**config.mk**
```make
export PLATFORM = sky130hd
export DESIGN_NAME = systolic_job_driver
export DESIGN_NICKNAME = d
export VERILOG_FILES = /design/src/rtl/systolic_job_driver.sv
export SDC_FILE = /design/constraint.sdc
export NUM_CORES = 1
export LEC_CHECK = 0
export ABC_AREA = 1
export CORE_AREA = 4 4 183 96
export CTS_BUF_LIST = sky130_fd_sc_hd__clkbuf_4
export CTS_CLUSTER_SIZE = 10
export DETAILED_ROUTE_END_ITERATION = 7
export DIE_AREA = 0 0 187 100
export GPL_TIMING_DRIVEN = 0
export PLACE_DENSITY = 0.77
export SLEW_MARGIN = 5
export SYNTH_ARGS = -nofsm -noshare
export SYNTH_HDL_FRONTEND = slang
export SYNTH_SLANG_ARGS = --single-unit
```
**constraint.sdc**
```tcl
create_clock -name clk -period 3.9 [get_ports clk]
set_clock_uncertainty 0.1 [all_clocks]
set_input_delay 0.39 -clock clk [delete_from_list [all_inputs] [get_ports clk]]
set_output_delay 0.39 -clock clk [all_outputs]
set_load 0.02 [all_outputs]
```
**src/rtl/systolic_job_driver.sv**
```systemverilog
// Host-side sequencer for the 4x4 systolic multiplier: takes one packed job per handshake and
// serializes it as nibbles. It then waits for the result strobe and recovers the array on a timeout.
module systolic_job_driver #(
  parameter int unsigned TIMEOUT        = 16,
  parameter int unsigned RECOVER_CYCLES = 2
) (
  input  logic        clk,
  input  logic        reset_n,
  input  logic        job_valid,
  output logic        job_ready,
  input  logic [63:0] job_weights,
  input  logic [15:0] job_inputs,
  input  logic        job_reuse_weights,
  output logic        arr_reset,
  output logic [3:0]  arr_data_in,
  output logic        arr_load_weights,
  output logic        arr_load_inputs,
  input  logic [31:0] arr_results,
  input  logic        arr_valid_out,
  output logic        res_valid,
  input  logic        res_ready,
  output logic [31:0] res_data,
  output logic        res_err,
  output logic        spurious_valid
);

  typedef enum logic [2:0] {
    S_IDLE,
    S_LOAD_W,
    S_LOAD_I,
    S_WAIT,
    S_RECOVER,
    S_HOLD
  } state_e;

  localparam logic [7:0]  TO_LAST = 8'(TIMEOUT - 1);
  localparam logic [15:0] RC_LAST = 16'(RECOVER_CYCLES - 1);

  state_e      state_q;
  logic [63:0] weights_q;
  logic [15:0] inputs_q;
  logic        wloaded_q;
  logic [4:0]  idx_q;
  logic [7:0]  wcnt_q;
  logic [15:0] rcnt_q;

  logic        job_ready_q;
  logic        arr_reset_q;
  logic [3:0]  data_q;
  logic        load_w_q;
  logic        load_i_q;
  logic        res_valid_q;
  logic [31:0] res_data_q;
  logic        res_err_q;
  logic        spurious_q;

  assign job_ready        = job_ready_q;
  assign arr_reset        = arr_reset_q;
  assign arr_data_in      = data_q;
  assign arr_load_weights = load_w_q;
  assign arr_load_inputs  = load_i_q;
  assign res_valid        = res_valid_q;
  assign res_data         = res_data_q;
  assign res_err          = res_err_q;
  assign spurious_valid   = spurious_q;

  // Strobe outputs are set one edge ahead: idx_q is the next element to present.
  always_ff @(posedge clk or negedge reset_n) begin
    if (!reset_n) begin
      state_q     <= S_IDLE;
      weights_q   <= '0;
      inputs_q    <= '0;
      wloaded_q   <= 1'b0;
      idx_q       <= '0;
      wcnt_q      <= '0;
      rcnt_q      <= '0;
      job_ready_q <= 1'b0;
      arr_reset_q <= 1'b1;
      data_q      <= '0;
      load_w_q    <= 1'b0;
      load_i_q    <= 1'b0;
      res_valid_q <= 1'b0;
      res_data_q  <= '0;
      res_err_q   <= 1'b0;
      spurious_q  <= 1'b0;
    end else begin
      if (arr_valid_out && (state_q != S_WAIT)) spurious_q <= 1'b1;

      case (state_q)
        S_IDLE: begin
          if (arr_reset_q) begin
            arr_reset_q <= 1'b0;
          end else if (job_ready_q && job_valid) begin
            weights_q   <= job_weights;
            inputs_q    <= job_inputs;
            job_ready_q <= 1'b0;
            idx_q       <= 5'd1;
            if (job_reuse_weights && wloaded_q) begin
              state_q  <= S_LOAD_I;
              load_i_q <= 1'b1;
              data_q   <= job_inputs[3:0];
            end else begin
              state_q  <= S_LOAD_W;
              load_w_q <= 1'b1;
              data_q   <= job_weights[3:0];
            end
          end else begin
            job_ready_q <= 1'b1;
          end
        end

        S_LOAD_W: begin
          if (idx_q == 5'd16) begin
            wloaded_q <= 1'b1;
            state_q   <= S_LOAD_I;
            load_w_q  <= 1'b0;
            load_i_q  <= 1'b1;
            data_q    <= inputs_q[3:0];
            idx_q     <= 5'd1;
          end else begin
            data_q <= weights_q[{idx_q[3:0], 2'b00} +: 4];
            idx_q  <= idx_q + 5'd1;
          end
        end

        S_LOAD_I: begin
          if (idx_q == 5'd4) begin
            load_i_q <= 1'b0;
            data_q   <= '0;
            wcnt_q   <= '0;
            state_q  <= S_WAIT;
          end else begin
            data_q <= inputs_q[{idx_q[1:0], 2'b00} +: 4];
            idx_q  <= idx_q + 5'd1;
          end
        end

        S_WAIT: begin
          if (arr_valid_out) begin
            res_data_q  <= arr_results;
            res_err_q   <= 1'b0;
            res_valid_q <= 1'b1;
            state_q     <= S_HOLD;
          end else if (wcnt_q == TO_LAST) begin
            arr_reset_q <= 1'b1;
            wloaded_q   <= 1'b0;
            rcnt_q      <= '0;
            state_q     <= S_RECOVER;
          end else begin
            wcnt_q <= wcnt_q + 8'd1;
          end
        end

        S_RECOVER: begin
          if (rcnt_q == RC_LAST) begin
            arr_reset_q <= 1'b0;
            res_data_q  <= '0;
            res_err_q   <= 1'b1;
            res_valid_q <= 1'b1;
            state_q     <= S_HOLD;
          end else begin
            rcnt_q <= rcnt_q + 16'd1;
          end
        end

        S_HOLD: begin
          if (res_ready) begin
            res_valid_q <= 1'b0;
            state_q     <= S_IDLE;
          end
        end

        default: state_q <= S_IDLE;
      endcase
    end
  end

endmodule
```
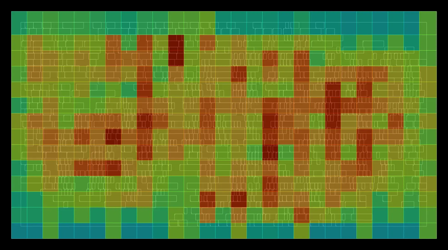
final_congestion.png
busiest layer in global routing: met1
met3 demand-to-capacity share in global routing: 0.0681
final core occ: 0.622
met2 capacity usage during global routing: 0.322
detail-routed net length per standard cell: 15.8 µm

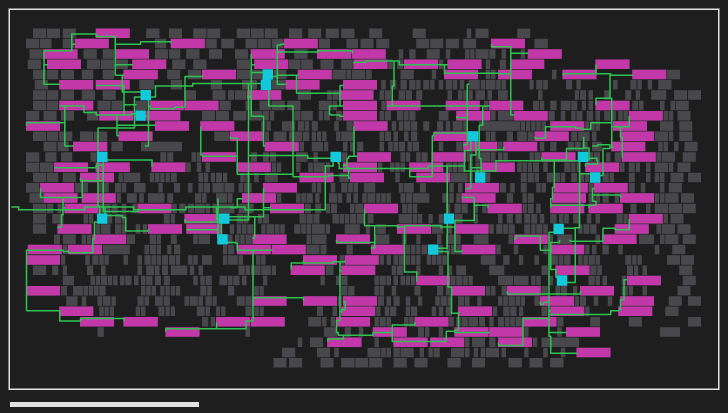
clock_map.png
Scale bar: 50 µm.
- cells driving clock nets: cyan (count 17)
- flip-flops: magenta (count 156)
- clock wires: green (length 1960 µm)
- routed clock nets: 18
proportion of power drawn by the clock network: 0.146
clk ins delay skew pair: 0.57 ns

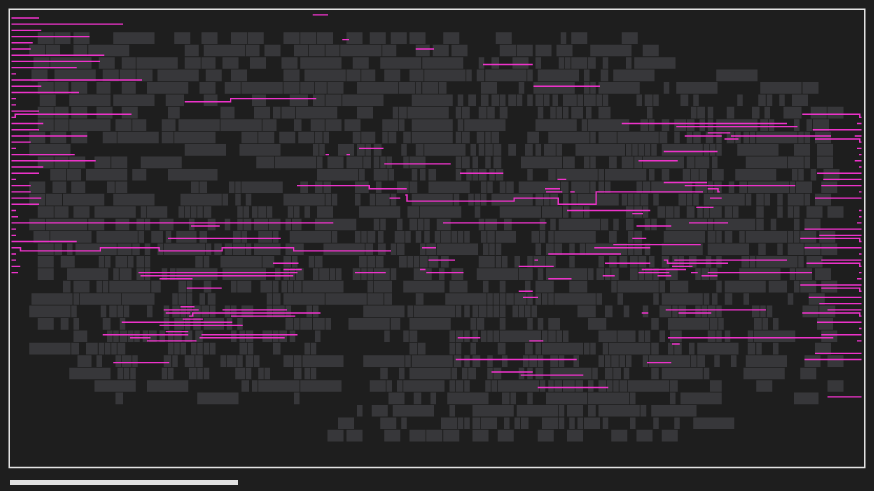
met3.png
Scale bar: 50 µm.
- wire length on this layer: 1810 µm
- nets with wire on the layer: 157
- share of all routed wire: 8.4%
- longest straight run: 70.2 µm

==> writeup.txt <==
With the count of distinct cell types in the synthesized netlist at 39, the fraction of registers with async set/reset is 1.00. The capture point of the critical path was reported as state_q[1]$_DFFE_PN0P_. The number of max-capacitance violations reported came out at 0.

The first element of the critical path is idx_q[0]$_DFFE_PN0P_. Entering global routing, the biggest net connects 114 pins. STA puts the critical path data arrival time at 3.11 ns. After floorplanning, the die was sized to cover 18700 µm². The pre-CTS setup slack came out at 1.20 ns. Per the repair_timing log after CTS, setup buffers inserted total 0. During I/O placement, the number of pins put on the boundary was 161. Looking at the clock tree report, the H-tree level count equals 4. Once synthesis finished, the tally of register bits stood at 156. The count of antenna-violating nets left after detailed routing came out at 0. The run gives 0.501 for the proportion of netlist area held by the largest area contributor. The arithmetic-cell share of the synthesized area counting full adders, half adders and majority gates came out at 0.00807. The clock root buffer is sky130_fd_sc_hd__clkbuf_4. The run gives 7750 µm² for the area of the mapped netlist. CTS saw 156 sinks. Cell taking the most area after synthesis: sky130_fd_sc_hd__dfrtp_1. In the routed design, unresolved DRC markers number 0. The master of the slowest instance on the critical path is sky130_fd_sc_hd__buf_1. The count of pins over their slew limit is 0. AND-OR/OR-AND share of the synthesized area: 0.133. With the synthesized-area fraction occupied by and/or/nand/nor cells at 0.247, the first-pass GRT wire length is 35800 µm. The via count of the first global-routing pass was 6969; the post-synth net total was 1086.

The worst setup path is launched from a register. The run gives 9640 µm² as the post-detailed-placement cell area. The fraction of final layout cells sized beyond drive strength 1 works out to 0.0700. The run finished with clean final reports. Setup repair after global routing left no endpoint under its margin. The most common cell in the netlist was sky130_fd_sc_hd__nand2_1.

The net count of the finished layout is 1267. The register with the most flip-flops in the layout has 64 of them. Note that the worst hold path type here is input pin to asynchronous set/reset pin. The OpenROAD report gives the critical path a required time of 4.27 ns. Power spread over the standard cell area amounts to 734 nW/µm². The region available for standard cell placement spans 16000 µm². The initial detailed-routing violation count is 686. The clock input transition at the sequential cells of the worst setup and hold paths came out at 0.16 ns. Hold-check failures listed in the final report amount to 0.
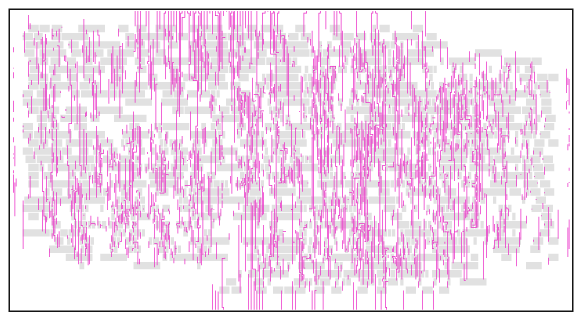
met2.png
- nets with wire on the layer: 1015
- main direction: vertical
- wire length on this layer: 8630 µm

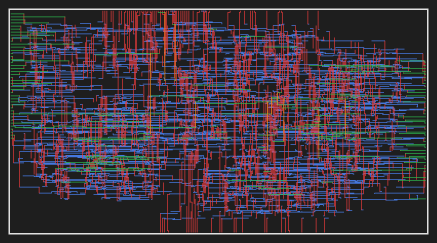
metal_stack.png
- met2: red (wire length 8630 µm)
- met3: green (wire length 1810 µm)
- met1: blue (wire length 11000 µm)
- met4: orange (wire length 197 µm)

-- cells by family (layout without fill, tap and decap cells) --
group | Yosys count | after routing
AND-OR/OR-AND | 172 | 172
XOR/XNOR | 7 | 7
adder cells (fa/ha/maj) | 5 | 5
buffers and inverters | 169 | 363
flip-flops | 156 | 156
AND/OR/NAND/NOR | 454 | 454
-- per-layer routing --
metal,up-vias,global-route usage
met3,24,0.0681
met4,0,0.0483
met5,-,0
li1,3468,-
met1,3357,0.374
met2,267,0.322
-- metrics by stage --
step           TNS, ns  instances  hold WS [ns]   util  power [mW]
3_5_place_dp         0       1334         0.206  0.602        6.23
4_1_cts              0       1367         0.158  0.622        7.31
5_1_grt              0       1367         0.185  0.622        7.90
3_3_place_gp   -624.71       1333         0.357  0.600        6.13
2_1_floorplan        0        963      -0.00559      -        4.98
6_report             0       1367         0.179  0.622        7.31
-- layout make-up --
| type | instances | area (µm²) | share of cell area |
|---|---|---|---|
| buffer | 43 | 299 | 0.0300 |
| clock inverter | 15 | 178 | 0.0178 |
| clock buffer | 17 | 128 | 0.0128 |
| sequential | 156 | 3910 | 0.392 |
| multi-input combinational | 638 | 3070 | 0.308 |
| tap | 210 | 263 | 0.0264 |
| timing repair buffer | 162 | 1640 | 0.165 |
| inverter | 126 | 473 | 0.0475 |
-- critical path: cells and delay by family (launching register included) --
kind                       cells  cell delay (ns)
and+or+nand+nor                6             0.85
buffers and inverters          4             0.83
DFF                            1             0.41
adders and majority gates      1             0.26
AOI/OAI and AO/OA              1             0.21
-- power by group --
group / leakage (nW) / switching (mW) / total [mW] / internal [mW]
Combinational: 2.63 / 2.16 / 3.57 / 1.41
Clock: 0.159 / 0.666 / 1.07 / 0.404
Sequential: 1.95 / 0.364 / 2.68 / 2.31
Total: 4.74 / 3.19 / 7.31 / 4.13
Power figures rest on the tool's default switching activity, not on a simulated workload.
